**src/rtl/branch_predictor.sv**
```systemverilog
// branch_predictor: bimodal predictor built from a table of 2-bit saturating
// counters indexed by pc[IDXW+1:2].
// Decode looks up a prediction combinationally. Execute resolves the branch,
// flags a mispredict, selects the next-PC source and trains the counter.
// Optional build macro BP_STATS_EN adds branch and mispredict statistics
// counters. Without it, those outputs are tied to zero.
module branch_predictor #(
  parameter int ENTRIES = 16,
  parameter int XLEN    = 32
) (
  input  logic            clk,
  input  logic            rst_n,
  input  logic            branch_D,
  input  logic            jump_D,
  input  logic [XLEN-1:0] pc_D,
  input  logic            branch_E,
  input  logic [2:0]      funct3_E,
  input  logic            N,
  input  logic            Z,
  input  logic [XLEN-1:0] pc_E,
  input  logic            predicted_taken_E,
  output logic            predict_taken_D,
  output logic            condition_met_E,
  output logic            mispredict_E,
  output logic [1:0]      PCSrcE,
  output logic [31:0]     branch_count,
  output logic [31:0]     mispredict_count
);

  localparam int IDXW = $clog2(ENTRIES);

  typedef enum logic [1:0] {
    STRONG_NT = 2'b00,
    WEAK_NT   = 2'b01,
    WEAK_T    = 2'b10,
    STRONG_T  = 2'b11
  } ctr_t;

  typedef enum logic [1:0] {
    SRC_PC4     = 2'b00,
    SRC_DEC_TGT = 2'b01,
    SRC_REC_PC4 = 2'b10,
    SRC_REC_TGT = 2'b11
  } pc_src_t;

  ctr_t            table_q [ENTRIES];
  logic [IDXW-1:0] idx_d;
  logic [IDXW-1:0] idx_e;
  logic            supported;
  logic            update;
  pc_src_t         pc_src;

  // Word-aligned PCs: drop the two byte-offset bits, keep IDXW index bits.
  assign idx_d = pc_D[IDXW+1:2];
  assign idx_e = pc_E[IDXW+1:2];

  // PC bits outside the index field do not take part in the lookup.
  logic pc_bits_unused;
  assign pc_bits_unused = ^{pc_D[XLEN-1:IDXW+2], pc_D[1:0],
                            pc_E[XLEN-1:IDXW+2], pc_E[1:0]};

  // Decode lookup. A jump is always taken and must not touch the table.
  always_comb begin
    // NOTE: every always_comb output gets a default first so no path can infer a latch.
    predict_taken_D = 1'b0;
    if (jump_D)
      predict_taken_D = 1'b1;
    else if (branch_D)
      predict_taken_D = table_q[idx_d][1];
  end

  // Execute resolution: evaluate the branch condition for the supported compares.
  always_comb begin
    supported       = 1'b0;
    condition_met_E = 1'b0;
    if (branch_E) begin
      unique case (funct3_E)
        3'b000:  begin supported = 1'b1; condition_met_E =  Z; end
        3'b001:  begin supported = 1'b1; condition_met_E = ~Z; end
        3'b100:  begin supported = 1'b1; condition_met_E =  N; end
        3'b101:  begin supported = 1'b1; condition_met_E = ~N; end
        default: begin supported = 1'b0; condition_met_E = 1'b0; end
      endcase
    end
  end

  assign update       = branch_E & supported;
  assign mispredict_E = update & (condition_met_E != predicted_taken_E);

  // Next-PC select. A recovery in Execute overrides any Decode redirect.
  always_comb begin
    pc_src = SRC_PC4;
    if (mispredict_E)
      pc_src = condition_met_E ? SRC_REC_TGT : SRC_REC_PC4;
    else if (predict_taken_D)
      pc_src = SRC_DEC_TGT;
  end

  assign PCSrcE = pc_src;

  // Counter training. Reset restores weakly-taken so the core keeps
  // predicting taken. The Decode read in the same cycle sees the old value.
  always_ff @(posedge clk or negedge rst_n) begin
    // NOTE: this table is a flop array, not a RAM macro, so it can be reset
    // like any other register; state updates use <= so that same-cycle
    // readers see the old value.
    if (!rst_n) begin
      for (int i = 0; i < ENTRIES; i++)
        table_q[i] <= WEAK_T;
    end else if (update) begin
      if (condition_met_E) begin
        if (table_q[idx_e] != STRONG_T)
          table_q[idx_e] <= ctr_t'(table_q[idx_e] + 2'b01);
      end else begin
        if (table_q[idx_e] != STRONG_NT)
          table_q[idx_e] <= ctr_t'(table_q[idx_e] - 2'b01);
      end
    end
  end

`ifdef BP_STATS_EN
  // Statistics: count trained branches and mispredicts, wrapping modulo 2^32.
  always_ff @(posedge clk or negedge rst_n) begin
    if (!rst_n) begin
      branch_count     <= '0;
      mispredict_count <= '0;
    end else begin
      if (update)
        branch_count <= branch_count + 32'd1;
      if (mispredict_E)
        mispredict_count <= mispredict_count + 32'd1;
    end
  end
`else
  assign branch_count     = '0;
  assign mispredict_count = '0;
`endif

endmodule

```
**config.mk**
```make
export PLATFORM = sky130hd
export DESIGN_NAME = branch_predictor
export DESIGN_NICKNAME = d
export VERILOG_FILES = /design/src/rtl/branch_predictor.sv
export SDC_FILE = /design/constraint.sdc
export NUM_CORES = 1
export LEC_CHECK = 0
export ABC_AREA = 1
export CORE_UTILIZATION = 25
export DETAILED_ROUTE_END_ITERATION = 12
export GPL_TIMING_DRIVEN = 0
export PLACE_DENSITY = 0.59
export SLEW_MARGIN = 30
export SYNTH_ARGS = -nofsm -noshare
export SYNTH_HDL_FRONTEND = slang
export SYNTH_SLANG_ARGS = --single-unit
export TNS_END_PERCENT = 20
```
**constraint.sdc**
```tcl
create_clock -name clk -period 2.9 [get_ports clk]
set_clock_uncertainty 0.2 [all_clocks]
set_input_delay 0.435 -clock clk [delete_from_list [all_inputs] [get_ports clk]]
set_output_delay 0.435 -clock clk [all_outputs]
set_load 0.02 [all_outputs]
```
Figure 1. Clock distribution (run 1).
Scale: 6 px per um.
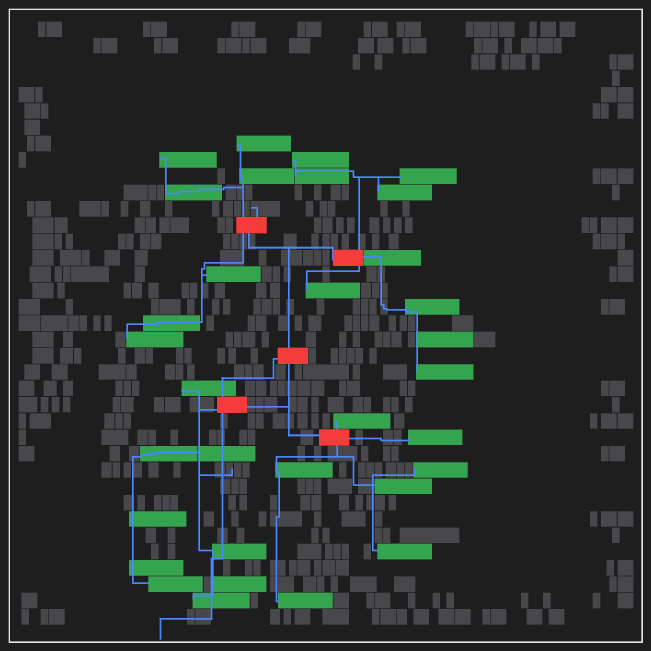
legend:
  blue:
    item: clock wires
    length: 483 um
  red:
    item: clock drivers
    count: 5
  green:
    item: flip-flops
    count: 32
routed clock nets: 6
clock share of power: 26.1%
Clk. pwr: 387 uW
Insertion Delay late pin: 290 ps

Figure 2. Signal wires on met2 (run 1).
Scale: 4 px per um.
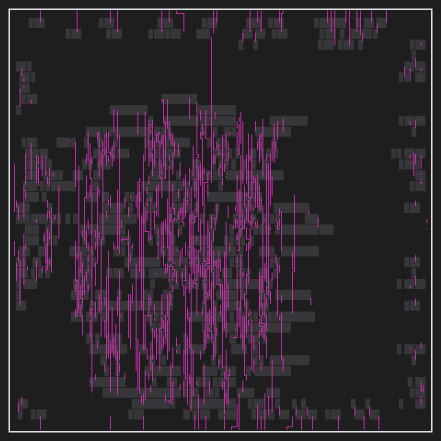
main direction: vertical
nets with wire on the layer: 389
longest straight run: 56.1 um
wire length on this layer: 3,110 um

Figure 3. Cell classes on the final placement (run 1).
Scale: 4 px per um. Fill, decap, tap and diode cells in gray.
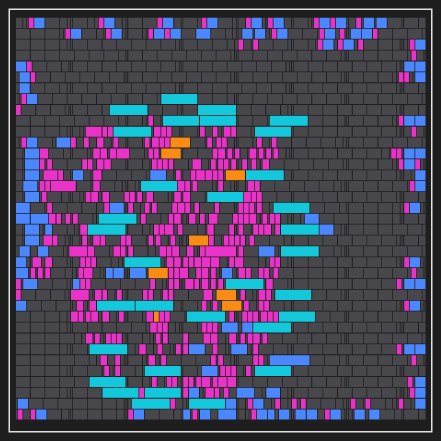
legend:
  cyan:
    class: flops
    cells: 32
  magenta:
    class: combinational and other logic
    cells: 357
  orange:
    class: clock drivers and dummy loads
    cells: 8
  blue:
    class: other buffers and delay cells
    cells: 103

==> reports/results.ini, run 1 <==
[worst_setup_path]
critical-path-max-stage-delay_ps=410
cpMostUsedCell=or2_1
timing.critical_path.max_delay_family=buffers and inverters
cp_cell_sequence=clkdlybuf4s50_1 -> or2_1 -> nand3_2 -> nand3_4 -> clkbuf_4 -> or2_1 -> nand2_1 -> dlygate4sd2_1
crit-reg2reg-capture=table_q[31]
startpoint_type=primary input
worstPathBufferInverterCount=3
critPathCaptureType=primary output
cp_data_required_time_ps=2270
cp_max_fo=10
critical_path_class=in -> out
crit_path_start=funct3_E[2]
worst_case_register_to_register_setup_slack_ps=620
critical_path_arrival_ps=2140
cpMaxStageDelayCell=clkdlybuf4s50_1
reg2reg_depth=15
crit_cells=8

[synthesis]
synth-async-reset-ratio_pct=100
enable_flop_cells=0
post-synth-top-area-fraction_pct=19.2
postSynthCellCount=403
synth_dominant_cell_count=nand2_1
register_bit_total_from_synthesis=32
synth.largest_area_cell=buf_4
post_synth_main_area_contributors=buf_4 (19%), nand2_1 (19%), dfstp_2 (16%), dfrtp_1 (15%), nand3_1 (9.8%)
yosysWarningCount=0
yosys.area_share.aoi_pct=3.76
xor_share_pct=0
post_synth_and_or_nand_nor_area_fraction_pct=37.4
syn_avg_cell_area_um2=6.61
yosys.area_share.adder_pct=0.939
common_cells=nand2_1 (132), buf_4 (68), nand3_1 (52)
post_synth_mux_area_share_pct=0
synth_stat.cells=403
dominant_comb_cell=simple AND/OR/NAND/NOR gates
synth.yosys.seq_area_share_pct=30.8
synth.yosys.chip_area_um2=2660
synth.cell_area_um2=2660
post_synth_cell_types=21

[pwr]
sequentialPower_uw=589
powerComb_uw=509
p_int_uw=957
power.switching_fraction_pct=35.6
p_per_area_nw_per_um2=426
leakage_nw=1.91
power_switching_uw=528
ir_drop_mv=0.158
power.largest_group=sequential cells

[detailed_routing]
drtAntennaViolNets=0
met1Wirelength_um=2680
drt_first_pass_iters=4
routedWlPerCell_um=10.0
met2WireLength_um=3110
wl_met3_um=477
routed_wirelength_um=6370
avgViaCountPerCell=4.00
routed_vias=2546
highest-signal-layer=met4
detail_route.iter0.violations=146

[cells_and_area]
layout.cells.non_filler=636
clock_network_share_of_area_pct=2.87
area_growth_syn_to_fin_pct=30.9
final-nonclk-buf-share_pct=24.8
final_core_utilization_pct=33.8
nNonClkInverters=38
fin_nets=576
logic_area_um2=1380
mostFrequentLayoutCell=nand2_1
filler_cell_count=1128
clock_buffer_count=8
layout.sequential_cells=32
largest_class=combinational gates
seq_area_share_pct=23.5
post_route_cell_area_um2=3490
layout_top_cells=nand2_1 (127), buf_4 (69), conb_1 (64), nand3_1 (52), nor2_1 (43)
layout.comb_gates.multi_input=319
sh_comb_area_pct=39.6
layout.area.seq_um2=821
buffers=103

[timing]
final.setup.worst_slack_ps=123
timing.fmax_ghz=0.360
timing.setup.tns_ps=0
slew_viol_final=0
final_min_period_over_clock_period_pct=95.8
fin_worst_hold_slack_ps=263
finalHoldViolations=0
rsz0062_at_grt=no
timing.final.setup_violations=0
post-route-min-period_ps=2780

[clock_tree]
hold_buffers=1
cts-resized-gates=15
cts_inserted_buffers=5
clockRootBuffer=clkbuf_8
cts_htree_levels=2
post_cts.repair.setup_buffers=1
tritoncts=built
cts.path.max_buffers=2
clk_pin_slew_worst_paths_ps=70

[grt]
grt-ovfl-total=0
globalRoute.busiestLayer=met2
grt_pass1_vias=2250
antenna_found_initial=0
use_met1_pct=14.4
gr-usage-all-layers_pct=11.7
met2_usage_pct=21.0
global_route_wire_length_before_repair_um=10500
globalRouteMet3Util_pct=1.67
grt_max_degree=19

[floorplan]
fp_util_pct=25.8
nWellTaps=136
fp.dieH_um=105
horiz_die_dim_um=105
total_die_size_um2=11100
number_of_primary_i_o_pins=144
fp.coreArea_um2=10300
rows=37

[flow_run]
drv.max_cap_violation_count=0
openroad.warnings=83

[placement]
globalplace.congestion=0.875
dpl.hpwl_um=5000
port_buffers=22
pre_cts_slack_ps=-885
post_dp_cell_area_um2=3310
cell_count_after_placement=625

[run_status]
status=finished, final reports clean

[worst_hold_path]
worst_hold_startpoint=table_q[19]
timing.hold.worst.class=reg -> reg
min_to=table_q[19]
hold-path-cell-count=2

==> run 2, diff against run 1 <==
Settings changed: CORE_ASPECT_RATIO set to 0.7.
Figure 4. Ports around the boundary (run 2).
Scale: 2 px per um. Pins as bars across the die edge, other pins in gray.
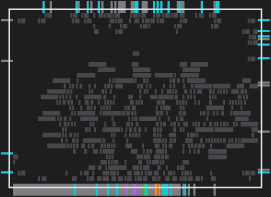
legend:
  cyan:
    port: mispredict_count
    pins: 32
    direction: output
    edge: 14 top, 10 bottom, 6 right, 2 left
  orange:
    port: PCSrcE
    pins: 2
    direction: output
    edge: bottom
  purple:
    port: funct3_E
    pins: 3
    direction: input
    edge: bottom
  green:
    port: jump_D
    pins: 1
    direction: input
    edge: bottom
port buffer count: 22
Horiz. Die Dim: 125 um
die y size: 88.4 um

Figure 5. Cell classes on the final placement (run 2).
Scale: 3 px per um. Fill, decap, tap and diode cells in gray.
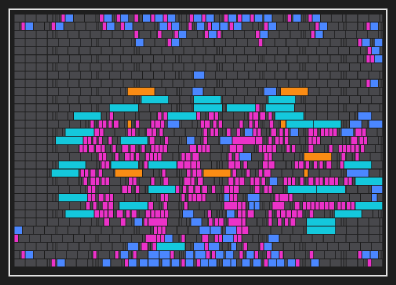
share of cell area taken by flip-flops and latches: 23.3%
num rows: 31
final core utilization: 34.0%
post-route cell area: 3520 um^2
area of the core region: 10,400 um^2

==> reports/results.ini, run 2 <==
[worst_setup_path]
cp_max_fo=5
timing.critical_path.max_delay_family=buffers and inverters
critical_path_arrival_ps=2130
critical_path_class=in -> out
cp_cell_sequence=clkdlybuf4s50_1 -> inv_1 -> nand3_1 -> nand3_1 -> nand2_1 -> nand2_1 -> nand3_1 -> nand2_1 -> clkdlybuf4s50_1
crit_cells=9
crit_path_start=pc_D[3]
cpMaxStageDelayCell=clkdlybuf4s50_1
critical-path-max-stage-delay_ps=600
reg2reg_depth=13
startpoint_type=primary input
worstPathBufferInverterCount=3
cp_data_required_time_ps=2270
worst_case_register_to_register_setup_slack_ps=560
critPathCaptureType=primary output

[synthesis]
post_synth_and_or_nand_nor_area_fraction_pct=37.4
synth.largest_area_cell=buf_4
xor_share_pct=0
post-synth-top-area-fraction_pct=19.2
yosysWarningCount=0
yosys.area_share.aoi_pct=3.76
enable_flop_cells=0
register_bit_total_from_synthesis=32
synth-async-reset-ratio_pct=100
common_cells=nand2_1 (132), buf_4 (68), nand3_1 (52)
post_synth_mux_area_share_pct=0
postSynthCellCount=403
syn_avg_cell_area_um2=6.61
synth.yosys.chip_area_um2=2660
post_synth_main_area_contributors=buf_4 (19%), nand2_1 (19%), dfstp_2 (16%), dfrtp_1 (15%), nand3_1 (9.8%)
post_synth_cell_types=21
synth.cell_area_um2=2660
synth.yosys.seq_area_share_pct=30.8
yosys.area_share.adder_pct=0.939
synth_stat.cells=403
dominant_comb_cell=simple AND/OR/NAND/NOR gates
synth_dominant_cell_count=nand2_1

[grt]
use_met1_pct=17.9
grt_max_degree=27
antenna_found_initial=0
grt-ovfl-total=0
gr-usage-all-layers_pct=12.6
globalRoute.busiestLayer=met2
globalRouteMet3Util_pct=3.33
grt_pass1_vias=2124
global_route_wire_length_before_repair_um=10600

[timing]
post-route-min-period_ps=2760
rsz0062_at_grt=no
timing.final.setup_violations=0
final_min_period_over_clock_period_pct=95.3
timing.fmax_ghz=0.362
fin_worst_hold_slack_ps=262
final.setup.worst_slack_ps=137
slew_viol_final=0
finalHoldViolations=0
timing.setup.tns_ps=0

[detailed_routing]
drt_first_pass_iters=11
highest-signal-layer=met4
drtAntennaViolNets=0
met1Wirelength_um=3340
wl_met3_um=514
dr_drc_count=3
avgViaCountPerCell=3.99
routedWlPerCell_um=10.8
detail_route.iter0.violations=237
met2WireLength_um=2940

[clock_tree]
clk_pin_slew_worst_paths_ps=50
clockRootBuffer=clkbuf_16
clock-sinks=32
cts.path.max_buffers=2
tritoncts=built
cts-resized-gates=16
hold_buffers=1
post_cts.repair.setup_buffers=1
cts_inserted_buffers=5
cts_htree_levels=2
clk-insertion-delay-late_ps=280

[pwr]
power.switching_fraction_pct=34.1
sequentialPower_uw=589
p_clk_uw=501
ir_drop_mv=0.218
power.clock.fraction_pct=31.2
combinationalPowerShare_pct=32.2
p_int_mw=1.06
power_switching_uw=549
p_per_area_nw_per_um2=457
leakage_nw=1.93
power.largest_group=sequential cells
powerComb_uw=518

[cells_and_area]
layout.cells.non_filler=634
layout.sequential_cells=32
logic_area_um2=1380
layout_top_cells=nand2_1 (127), buf_4 (70), conb_1 (64), nand3_1 (52), nor2_1 (43)
layout.area.seq_um2=821
mostFrequentLayoutCell=nand2_1
fin_nets=578
sh_comb_area_pct=39.2
layout.comb_gates.multi_input=319
clock_network_share_of_area_pct=3.91
clock_buffer_count=7
area_growth_syn_to_fin_pct=32.2
nNonClkInverters=38
buffers=105
antenna_cells=0
largest_class=combinational gates
filler_cell_count=1109
final-nonclk-buf-share_pct=24.6

[placement]
dpl.hpwl_um=5390
globalplace.congestion=0.872
pre_cts_slack_ps=-889
post_dp_cell_area_um2=3300
cell_count_after_placement=621

[run_status]
violations=design-rule violations
status=complete, but fails checks

[worst_hold_path]
min_to=table_q[1]
timing.hold.worst.class=reg -> reg
hold-path-cell-count=2
worst_hold_startpoint=table_q[1]

[floorplan]
number_of_primary_i_o_pins=144
nWellTaps=132
total_die_size_um2=11100
fp_util_pct=25.7

[flow_run]
drv.max_cap_violation_count=0
openroad.warnings=84

Figure 6. Signal wires on met2 (run 2).
Scale: 3 px per um.
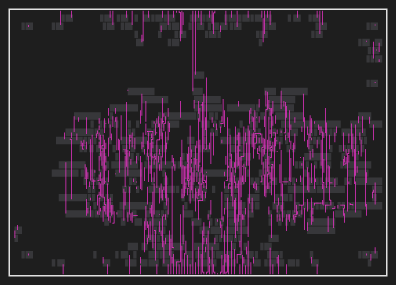
routed vias: 2,529
wire length after detailed routing: 6870 um
met2 routing resource usage after global routing: 18.4%

Power and IR drop assume default switching activity.
